--- src/rtl/multiword_add_pkg.sv ---
// -----------------------------------------------------------------------------
// multiword_add_pkg
// Shared types and helpers for the multi-word add/subtract sequencer.
//   mwa_state_t : sequencer state (IDLE, RUN, DONE)
//   idx_w()     : width of the word-index register, never less than one bit
// -----------------------------------------------------------------------------
package multiword_add_pkg;

    // Sequencer state: waiting for a request, stepping words, holding a result
    typedef enum logic [1:0] {
        IDLE = 2'd0,
        RUN  = 2'd1,
        DONE = 2'd2
    } mwa_state_t;

    // Index width for a given word count; a single-word build still needs one bit
    function automatic int unsigned idx_w(input int unsigned words);
        int unsigned w;
        w = $clog2(words);
        return (w < 1) ? 1 : w;
    endfunction

endpackage : multiword_add_pkg

--- src/rtl/ripple_carry_adder.sv ---
// -----------------------------------------------------------------------------
// ripple_carry_adder
// Purely combinational WIDTH-bit ripple-carry adder built from a chain of
// full-adder cells. The sequencer shares one of these across all words.
// Ports:
//   a_i    [WIDTH-1:0] in  : addend A
//   b_i    [WIDTH-1:0] in  : addend B
//   cin_i              in  : carry into bit 0
//   sum_o  [WIDTH-1:0] out : A + B + cin, modulo 2^WIDTH
//   cout_o             out : carry out of the top bit
// -----------------------------------------------------------------------------
module ripple_carry_adder #(
    parameter int unsigned WIDTH = 16
) (
    input  logic [WIDTH-1:0] a_i,
    input  logic [WIDTH-1:0] b_i,
    input  logic             cin_i,
    output logic [WIDTH-1:0] sum_o,
    output logic             cout_o
);

    // Carry chain: w_carry[i] enters bit i, w_carry[WIDTH] leaves the top bit
    logic [WIDTH:0] w_carry;

    assign w_carry[0] = cin_i;

    // One full-adder cell per bit
    for (genvar i = 0; i < WIDTH; i++) begin : g_bit
        logic w_prop;
        assign w_prop         = a_i[i] ^ b_i[i];
        assign sum_o[i]       = w_prop ^ w_carry[i];
        assign w_carry[i + 1] = (a_i[i] & b_i[i]) | (w_prop & w_carry[i]);
    end

    assign cout_o = w_carry[WIDTH];

endmodule : ripple_carry_adder

--- src/rtl/multiword_add_seq.sv ---
// -----------------------------------------------------------------------------
// multiword_add_seq
// Multi-precision add/subtract sequencer. One WIDTH-bit ripple_carry_adder is
// time-shared over WORDS words, least-significant word first, with the carry
// held in a register between words. Operands arrive on a valid/ready request
// handshake; the result leaves on a valid/ready response handshake.
// Ports (N = WORDS*WIDTH):
//   clk              in  : clock, rising edge
//   rst              in  : asynchronous reset, active high
//   in_valid         in  : request valid
//   in_ready         out : request may be accepted (IDLE only)
//   a_i      [N-1:0] in  : operand A
//   b_i      [N-1:0] in  : operand B
//   cin_i            in  : carry-in for add, ignored for subtract
//   sub_i            in  : 1 = A-B, 0 = A+B+cin
//   out_valid        out : result valid (DONE only)
//   out_ready        in  : consumer takes the result
//   sum_o    [N-1:0] out : result, modulo 2^N
//   cout_o           out : final carry; for subtract 1 means no borrow
//   ovf_o            out : signed two's-complement overflow
//   busy_o           out : any state other than IDLE
// -----------------------------------------------------------------------------
module multiword_add_seq
    import multiword_add_pkg::*;
#(
    parameter int unsigned WIDTH = 16,
    parameter int unsigned WORDS = 4
) (
    input  logic                     clk,
    input  logic                     rst,
    input  logic                     in_valid,
    output logic                     in_ready,
    input  logic [WORDS*WIDTH-1:0]   a_i,
    input  logic [WORDS*WIDTH-1:0]   b_i,
    input  logic                     cin_i,
    input  logic                     sub_i,
    output logic                     out_valid,
    input  logic                     out_ready,
    output logic [WORDS*WIDTH-1:0]   sum_o,
    output logic                     cout_o,
    output logic                     ovf_o,
    output logic                     busy_o
);

    localparam int unsigned N     = WORDS * WIDTH;
    localparam int unsigned IDX_W = idx_w(WORDS);
    localparam logic [IDX_W-1:0] LAST_IDX = IDX_W'(WORDS - 1);

    // Sequencer state and datapath registers
    mwa_state_t       r_state;
    logic [IDX_W-1:0] r_idx;
    logic             r_carry;
    logic [N-1:0]     r_a;
    logic [N-1:0]     r_b_eff;
    logic [N-1:0]     r_sum;
    logic             r_cout;
    logic             r_ovf;

    // Handshake/status flags, kept as registers that track the state
    logic             r_in_ready;
    logic             r_out_valid;
    logic             r_busy;

    // Word slice currently feeding the shared adder
    logic [WIDTH-1:0] w_a_word;
    logic [WIDTH-1:0] w_b_word;
    logic [WIDTH-1:0] w_sum_word;
    logic             w_cout_word;
    logic             w_last_word;
    logic             w_ovf_final;

    assign w_a_word    = r_a[32'(r_idx) * WIDTH +: WIDTH];
    assign w_b_word    = r_b_eff[32'(r_idx) * WIDTH +: WIDTH];
    assign w_last_word = (r_idx == LAST_IDX);

    // Overflow when both operands share a sign the final sum does not
    assign w_ovf_final = (r_a[N-1] == r_b_eff[N-1]) && (w_sum_word[WIDTH-1] != r_a[N-1]);

    // The only arithmetic in the block
    ripple_carry_adder #(
        .WIDTH (WIDTH)
    ) u_rca (
        .a_i    (w_a_word),
        .b_i    (w_b_word),
        .cin_i  (r_carry),
        .sum_o  (w_sum_word),
        .cout_o (w_cout_word)
    );

    // Sequencer: accept, step one word per cycle, then hold the result
    always_ff @(posedge clk or posedge rst) begin
        if (rst) begin
            r_state     <= IDLE;
            r_idx       <= '0;
            r_carry     <= 1'b0;
            r_a         <= '0;
            r_b_eff     <= '0;
            r_sum       <= '0;
            r_cout      <= 1'b0;
            r_ovf       <= 1'b0;
            r_in_ready  <= 1'b1;
            r_out_valid <= 1'b0;
            r_busy      <= 1'b0;
        end else begin
            case (r_state)
                IDLE: begin
                    if (in_valid && r_in_ready) begin
                        // Subtract is A + ~B + 1, so invert B and force carry-in
                        r_a        <= a_i;
                        r_b_eff    <= sub_i ? ~b_i : b_i;
                        r_carry    <= sub_i ? 1'b1 : cin_i;
                        r_idx      <= '0;
                        r_state    <= RUN;
                        r_in_ready <= 1'b0;
                        r_busy     <= 1'b1;
                    end
                end

                RUN: begin
                    r_sum[32'(r_idx) * WIDTH +: WIDTH] <= w_sum_word;
                    r_carry                            <= w_cout_word;
                    if (w_last_word) begin
                        r_cout      <= w_cout_word;
                        r_ovf       <= w_ovf_final;
                        r_out_valid <= 1'b1;
                        r_state     <= DONE;
                    end else begin
                        r_idx <= r_idx + IDX_W'(1);
                    end
                end

                DONE: begin
                    if (out_ready) begin
                        r_out_valid <= 1'b0;
                        r_in_ready  <= 1'b1;
                        r_busy      <= 1'b0;
                        r_state     <= IDLE;
                    end
                end

                default: begin
                    r_state     <= IDLE;
                    r_in_ready  <= 1'b1;
                    r_out_valid <= 1'b0;
                    r_busy      <= 1'b0;
                end
            endcase
        end
    end

    assign in_ready  = r_in_ready;
    assign out_valid = r_out_valid;
    assign busy_o    = r_busy;
    assign sum_o     = r_sum;
    assign cout_o    = r_cout;
    assign ovf_o     = r_ovf;

endmodule : multiword_add_seq
--- config.mk ---
export PLATFORM = sky130hd
export DESIGN_NAME = multiword_add_seq
export DESIGN_NICKNAME = d
export VERILOG_FILES = /design/src/rtl/multiword_add_pkg.sv /design/src/rtl/ripple_carry_adder.sv /design/src/rtl/multiword_add_seq.sv
export SDC_FILE = /design/constraint.sdc
export NUM_CORES = 1
export LEC_CHECK = 0
export CORE_ASPECT_RATIO = 1.2
export CORE_MARGIN = 5
export CORE_UTILIZATION = 45
export CTS_CLUSTER_DIAMETER = 50
export DETAILED_ROUTE_END_ITERATION = 10
export PLACE_DENSITY = 0.73
export RECOVER_POWER = 50
export SKIP_LAST_GASP = 1
export SLEW_MARGIN = 20
export SYNTH_ARGS = -nofsm -noshare
export SYNTH_HDL_FRONTEND = slang
export SYNTH_SLANG_ARGS = --single-unit
--- constraint.sdc ---
create_clock -name clk -period 7.2 [get_ports clk]
set_input_delay 1.44 -clock clk [delete_from_list [all_inputs] [get_ports clk]]
set_output_delay 1.44 -clock clk [all_outputs]
set_load 0.03 [all_outputs]
==> commit_impl_results.txt, run 1 <==
Refresh implementation metrics

- Per the cell usage report, the commonest logic cells after layout are 199 x sky130_fd_sc_hd__dfrtp_1, 198 x sky130_fd_sc_hd__clkdlybuf4s50_1, 69 x sky130_fd_sc_hd__nor2_1.
- Worst IR Drop VDD: between 200 and 300 uV
* Fraction of area in non-clock buffers: 17.5%
- Total of flip-flops plus latches after synthesis: 202
- The global route stage reports its total congestion overflow as 0.
- OpenROAD warnings: 36
* Number of antenna violations at the first check in global routing: 0
- Unique cell types: 37
- Run status: finished, violations left
- Busiest layer in global routing: met2
- The clock reaches the later pin of the worst-skew pair after 0.49 ns.
- Post-route clock period utilization: between 90% and 100%
- Required arrival time at the worst endpoint: 7.57 ns
- The cell sitting at the root of the clock tree is a sky130_fd_sc_hd__clkbuf_16.
- Final Critical Period: 7.04 ns
- Yosys mapped a number of flops with a built-in enable equal to 0.
- Endpoint type of the worst setup path: flip-flop
* Biggest area cells: sky130_fd_sc_hd__dfrtp_1 54%, sky130_fd_sc_hd__mux2_2 8.1%, sky130_fd_sc_hd__mux4_2 7.8%, sky130_fd_sc_hd__xnor2_1 6.0%, sky130_fd_sc_hd__o2bb2ai_1 4.2%
- Routed len/inst: about 19 um
- CTS clock-pin slew for the worst setup and hold paths: 0.06 ns
- Pin placement for this block handled 203 I/O pins.
- TritonCTS sink count: 202
- GR Util met3: 2.94%
- The detailed router placed 6074 vias in this run.
- Wire segments on met2 add up to 10600 um in the final route.
- Ys Warns: 0
* Crit path capture: ovf_o
- Clock skew after layout: around 0.016 ns
- In the final report, the number of pins over their slew limit comes to 144.
- Dpl hpwl: 15900 um
- Met2 layer usage reported by global route: ~30%
* Master of the slowest instance on the critical path: sky130_fd_sc_hd__dfrtp_2
- STA classifies the critical path startpoint as a flip-flop.
- Area post-placement: approximately 12000 sq um
- Clock tree buffer depth: 3
- Number of hold buffers added after CTS: 0
- The report lists the number of cells resized after CTS as 2.
- STA lists the maximum fanout along the critical path as 4.
* Achievable frequency: 142 MHz
* Number of logic gates: 428
* Total power density per cell area: 510 nW/um^2
- Worst setup slack for register-to-register paths: 0.16 ns
* Worst relative slew slack: -99.1%
* Hold endpoint: sum_o[2]
- The synthesized netlist occupies a cell area of 9280 sq um.
* Wirelength, routed: between 20000 and 25000 um
* Xor/xnor cell area share of the yosys netlist: between 6 and 7%
- The final reports fail on capacitance limit, slew limit.
- Die y size: 167 um
* Count of nets left with antenna violations after detail routing: 0
- Sequential cells: 202
* Non-clock inverter count in the final layout: 37
* Critical hold path startpoint: sum_o[2]
- Post-synth top cells: 201 x sky130_fd_sc_hd__dfrtp_1, 69 x sky130_fd_sc_hd__nor2_1, 67 x sky130_fd_sc_hd__mux2_2
* GRT Total Usage: 18.6%
- Count of non-CTS buffers in the layout: roughly 220
- Remaining DRCs: 0
- Most used cell along the critical path: sky130_fd_sc_hd__fa_2
- The share of the core area taken by cells at floorplan is 45.8%.
- Count of nets after finishing: 1062
* Cell family with most CP delay: adder cells
* Area of the synthesized netlist per yosys stat: 9280 sq um
* Detail Route met3 WL: 1280 um
* Max-area cell class: registers
* TritonCTS buffer count: 21
- Max-cap violations in this run came to 1.
* Fraction of layout cells with a size suffix above 1: 19.1%
* Final-layout clock buffer total: 29
- Async set or reset register ratio after synthesis: 100%
* Clock tree from TritonCTS: yes
- Among all flip-flop cells after synthesis, the most frequent one is sky130_fd_sc_hd__dfrtp_1.
- Detailed-route wire length on metal 1: 9940 um
* Cell count after synthesis: approximately 710
[run 1: where the power goes]
| part | total (W) | switching [W] | internal [W] |
|---|---|---|---|
| clock network | 0.00113 | 0.000438 | 0.000688 |
| registers | 0.00196 | 0.000302 | 0.00166 |
| logic | 0.00315 | 0.00165 | 0.00149 |
[run 1: stage by stage]
stage / setup TNS (ns) / utilization, % / total power, W / std cells / setup slack [ns]
6_report: 0 / 60.3 / 0.00623 / 1185 / 0.161
5_1_grt: -0.109 / 60.3 / 0.00667 / 1185 / -0.0712
3_3_place_gp: 0 / 56.9 / 0.00505 / 1147 / 0.0141
2_1_floorplan: 0 / - / 0.00402 / 714 / 0.0249
4_1_cts: 0 / 60.5 / 0.00633 / 1185 / 0.0224
3_5_place_dp: -0.113 / 56.9 / 0.00515 / 1147 / -0.0721
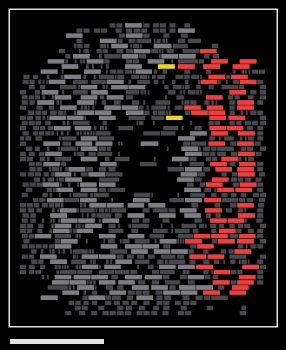
run_1/registers.png
Bar = 50 um. Other sequential cells in the stronger gray, the rest of the logic in the fainter gray.
color	netlist name	flops
red	sum_o	64
yellow	r_state	2
Core Util, Final: 60.3%
Sequential Power: 0.00196 W
Flop area: 5060 sq um
fraction of area in registers: 41.4%

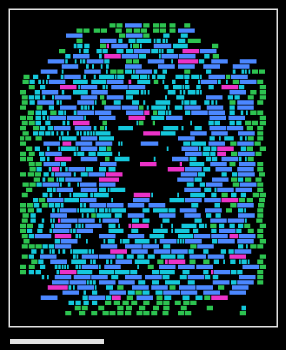
run_1/cell_classes.png
Bar = 50 um.
color	class	cells	share of their area
magenta	clock drivers and dummy loads	37	6.1%
blue	flip-flops	202	43%
cyan	all other logic	465	33%
green	other buffers and delay cells	216	18%
placeable core region: 20300 sq um
std cell rows: 57
Final Cell Area: 12200 sq um

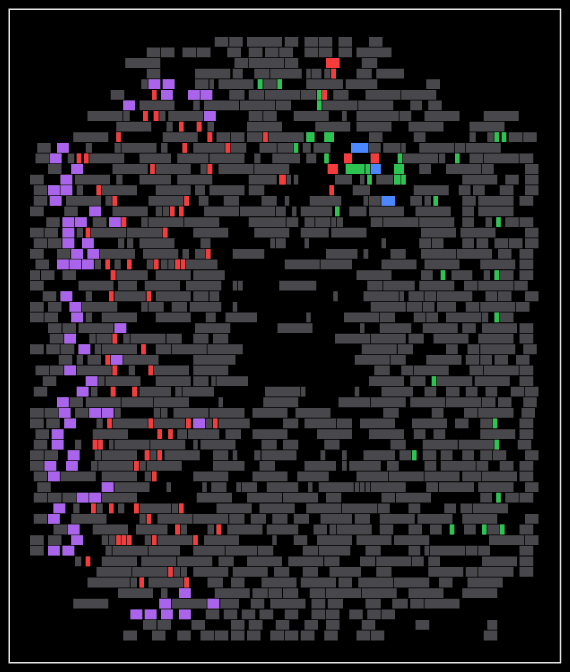
run_1/gate_families.png
color	family	cells
purple	XOR/XNOR gates	64
red	NOR gates	74
blue	AND and OR gates	3
green	NAND gates	32
most used logic cell in the final layout: sky130_fd_sc_hd__dfrtp_1
Comb/total area: 31.4%
Layout Cells excl Fill: 1185

## Run 2: what changed since run 1
--- a/config.mk
+++ b/config.mk
@@ -7,11 +7,12 @@
 export LEC_CHECK = 0
 export CORE_ASPECT_RATIO = 1.2
 export CORE_MARGIN = 5
-export CORE_UTILIZATION = 45
+export CORE_UTILIZATION = 40
 export CTS_CLUSTER_DIAMETER = 50
 export DETAILED_ROUTE_END_ITERATION = 10
-export PLACE_DENSITY = 0.73
+export PLACE_DENSITY = 0.66
 export RECOVER_POWER = 50
+export SETUP_SLACK_MARGIN = 0.3
 export SKIP_LAST_GASP = 1
 export SLEW_MARGIN = 20
 export SYNTH_ARGS = -nofsm -noshare
==> commit_impl_results.txt, run 2 <==
Refresh implementation metrics

- Count of nets after finishing: 1063 (+0.094%)
- Biggest area cells: sky130_fd_sc_hd__dfrtp_1 54%, sky130_fd_sc_hd__mux2_2 8.1%, sky130_fd_sc_hd__mux4_2 7.8%, sky130_fd_sc_hd__xnor2_1 6.0%, sky130_fd_sc_hd__o2bb2ai_1 4.2%
- The synthesized instance count is 714 (unchanged).
* Number of hold buffers added after CTS: 0 (unchanged)
- Remaining DRCs: 0 (unchanged)
* Power Total: 0.00610 W (-2.2%)
- Among logic cells in the layout, the one with the most instances is sky130_fd_sc_hd__dfrtp_1.
- Detail Route met3 WL: 1330 um (+3.7%)
- Detailed-route wire length on metal 1: 10400 um (+4.3%)
- Met2 layer usage reported by global route: 26.6% (-3.2 points)
- The via count was 6102 (+0.46%).
* Clock tree buffer depth: 3 (unchanged)
- Most used cell along the critical path: sky130_fd_sc_hd__fa_2
- Total placed cells including tap cells: 1198 (+4.4%)
- Kind of start point of the critical path: flip-flop
- Worst IR Drop VDD: 190 uV (-28%)
- The standard cell area after detailed placement came to 11600 sq um (+0.64%).
- The met2 wirelength from detailed routing is 10300 um (-3.3%).
- Routed len/inst: 18.0 um (-3.2%)
- The count of flip-flops with a built-in enable after synthesis came to 0 (unchanged).
* Root Driver: sky130_fd_sc_hd__clkbuf_16
- The library cells used most frequently in the layout, excluding fill and tap cells, are 199 x sky130_fd_sc_hd__dfrtp_1, 149 x sky130_fd_sc_hd__clkdlybuf4s50_1, 69 x sky130_fd_sc_hd__nor2_1.
- Min setup slack post-route: 0.179 ns (+0.0180 ns)
* Unique cell types: 37 (unchanged)
- The number of core rows was 61 (+7.0%).
- The worst max-slew margin expressed relative to the limit is -175% (-76 points).
- Area of the synthesized netlist per yosys stat: 9280 sq um (unchanged)
- Looking at hold timing, the worst path starts from sum_o[12].
- Ranked by instance count, the synthesized netlist is headed by 201 x sky130_fd_sc_hd__dfrtp_1, 69 x sky130_fd_sc_hd__nor2_1, 67 x sky130_fd_sc_hd__mux2_2.
- The global routing stage identified its most utilized layer as met2.
* Skew-Pair Late Insertion Delay: 0.48 ns (about the same)
* Number of max-slew violations in the final report: 150 (+4.2%)
* TritonCTS sink count: 202 (unchanged)
- OpenROAD warnings: 36 (unchanged)
- The clock slew at the register clock pins of the worst setup and hold paths was 0.06 ns (about the same).
* Synthesized cell area: 9280 sq um (unchanged)
* Max-capacitance violation count: 2 (+1)
- The flow ran to the end, but the final reports show violations.
- Xor/xnor cell area share of the yosys netlist: 6.04% (unchanged)
- Violated checks: capacitance limit, slew limit
* Total negative slack: 0 ns (unchanged)
- Total power density per cell area: 498 nW/um^2 (-2.4%)
- Primary FF master, synth: sky130_fd_sc_hd__dfrtp_1
* Ys Warns: 0 (unchanged)
- Starting density of the core: 40.2% (-5.6 points)
- The path with the worst hold slack has its endpoint at sum_o[12].
* Dpl hpwl: 16400 um (+2.9%)
- Final Critical Period: 7.02 ns (-0.0180 ns)
* Layout Cells excl Fill: 1235 (+4.2%)
- Wirelength, routed: 22200 um (+0.84%)
- Cell family with most CP delay: adder cells
* Number of gates resized after cts: 4 (+2)
- TritonCTS built the clock tree.
* Total of flip-flops plus latches after synthesis: 202 (unchanged)
- The total I/O pin count came to 203 (unchanged).
* Endpoint type of the worst setup path: flip-flop
- Die y size: 177 um (+5.7%)
- Required arrival time at the worst endpoint: 7.57 ns (about the same)
- The peak fanout along the critical path is 5 (+1).
- The remaining number of nets flagged by the antenna check after routing came to 0 (unchanged).
* Async set or reset register ratio after synthesis: 100% (unchanged)
## run 2: netlist changes by cell type in the layout (fill, tap and decap cells not counted), sizes merged, moves of 2 or more
cell / before / now
clkdlybuf4s50: 198 / 149
dlygate4sd3: 3 / 52
clkbuf: 30 / 33
bufinv: 3 / 1
## run 2: layout make-up
type                    count  area (sq um)
clock inverters             6          61.3
multi-input cells         428          3830
clock buffers              30           619
well taps                 315           394
flip-flops and latches    202          5060
inverters                  37           140
fillers                  2037         10800
repair buffers            217          2130
## run 2: power by group
part	switching, W	internal [W]
sequential	0.000296	0.00166
combinational	0.00163	0.00146
clock	0.000427	0.000633
total	0.00235	0.00375
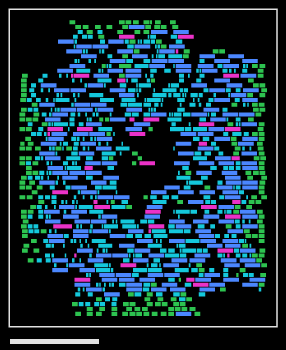
run_2/cell_classes.png
Bar = 50 um.
color	class	cells	share of their area
magenta	clock drivers and dummy loads	36	5.7%
cyan	all other logic	465	34%
blue	flip-flops	202	43%
green	other buffers and delay cells	217	18%
placeable core region: 23000 sq um
Final Cell Area: 12200 sq um

Power and IR drop assume default switching activity.
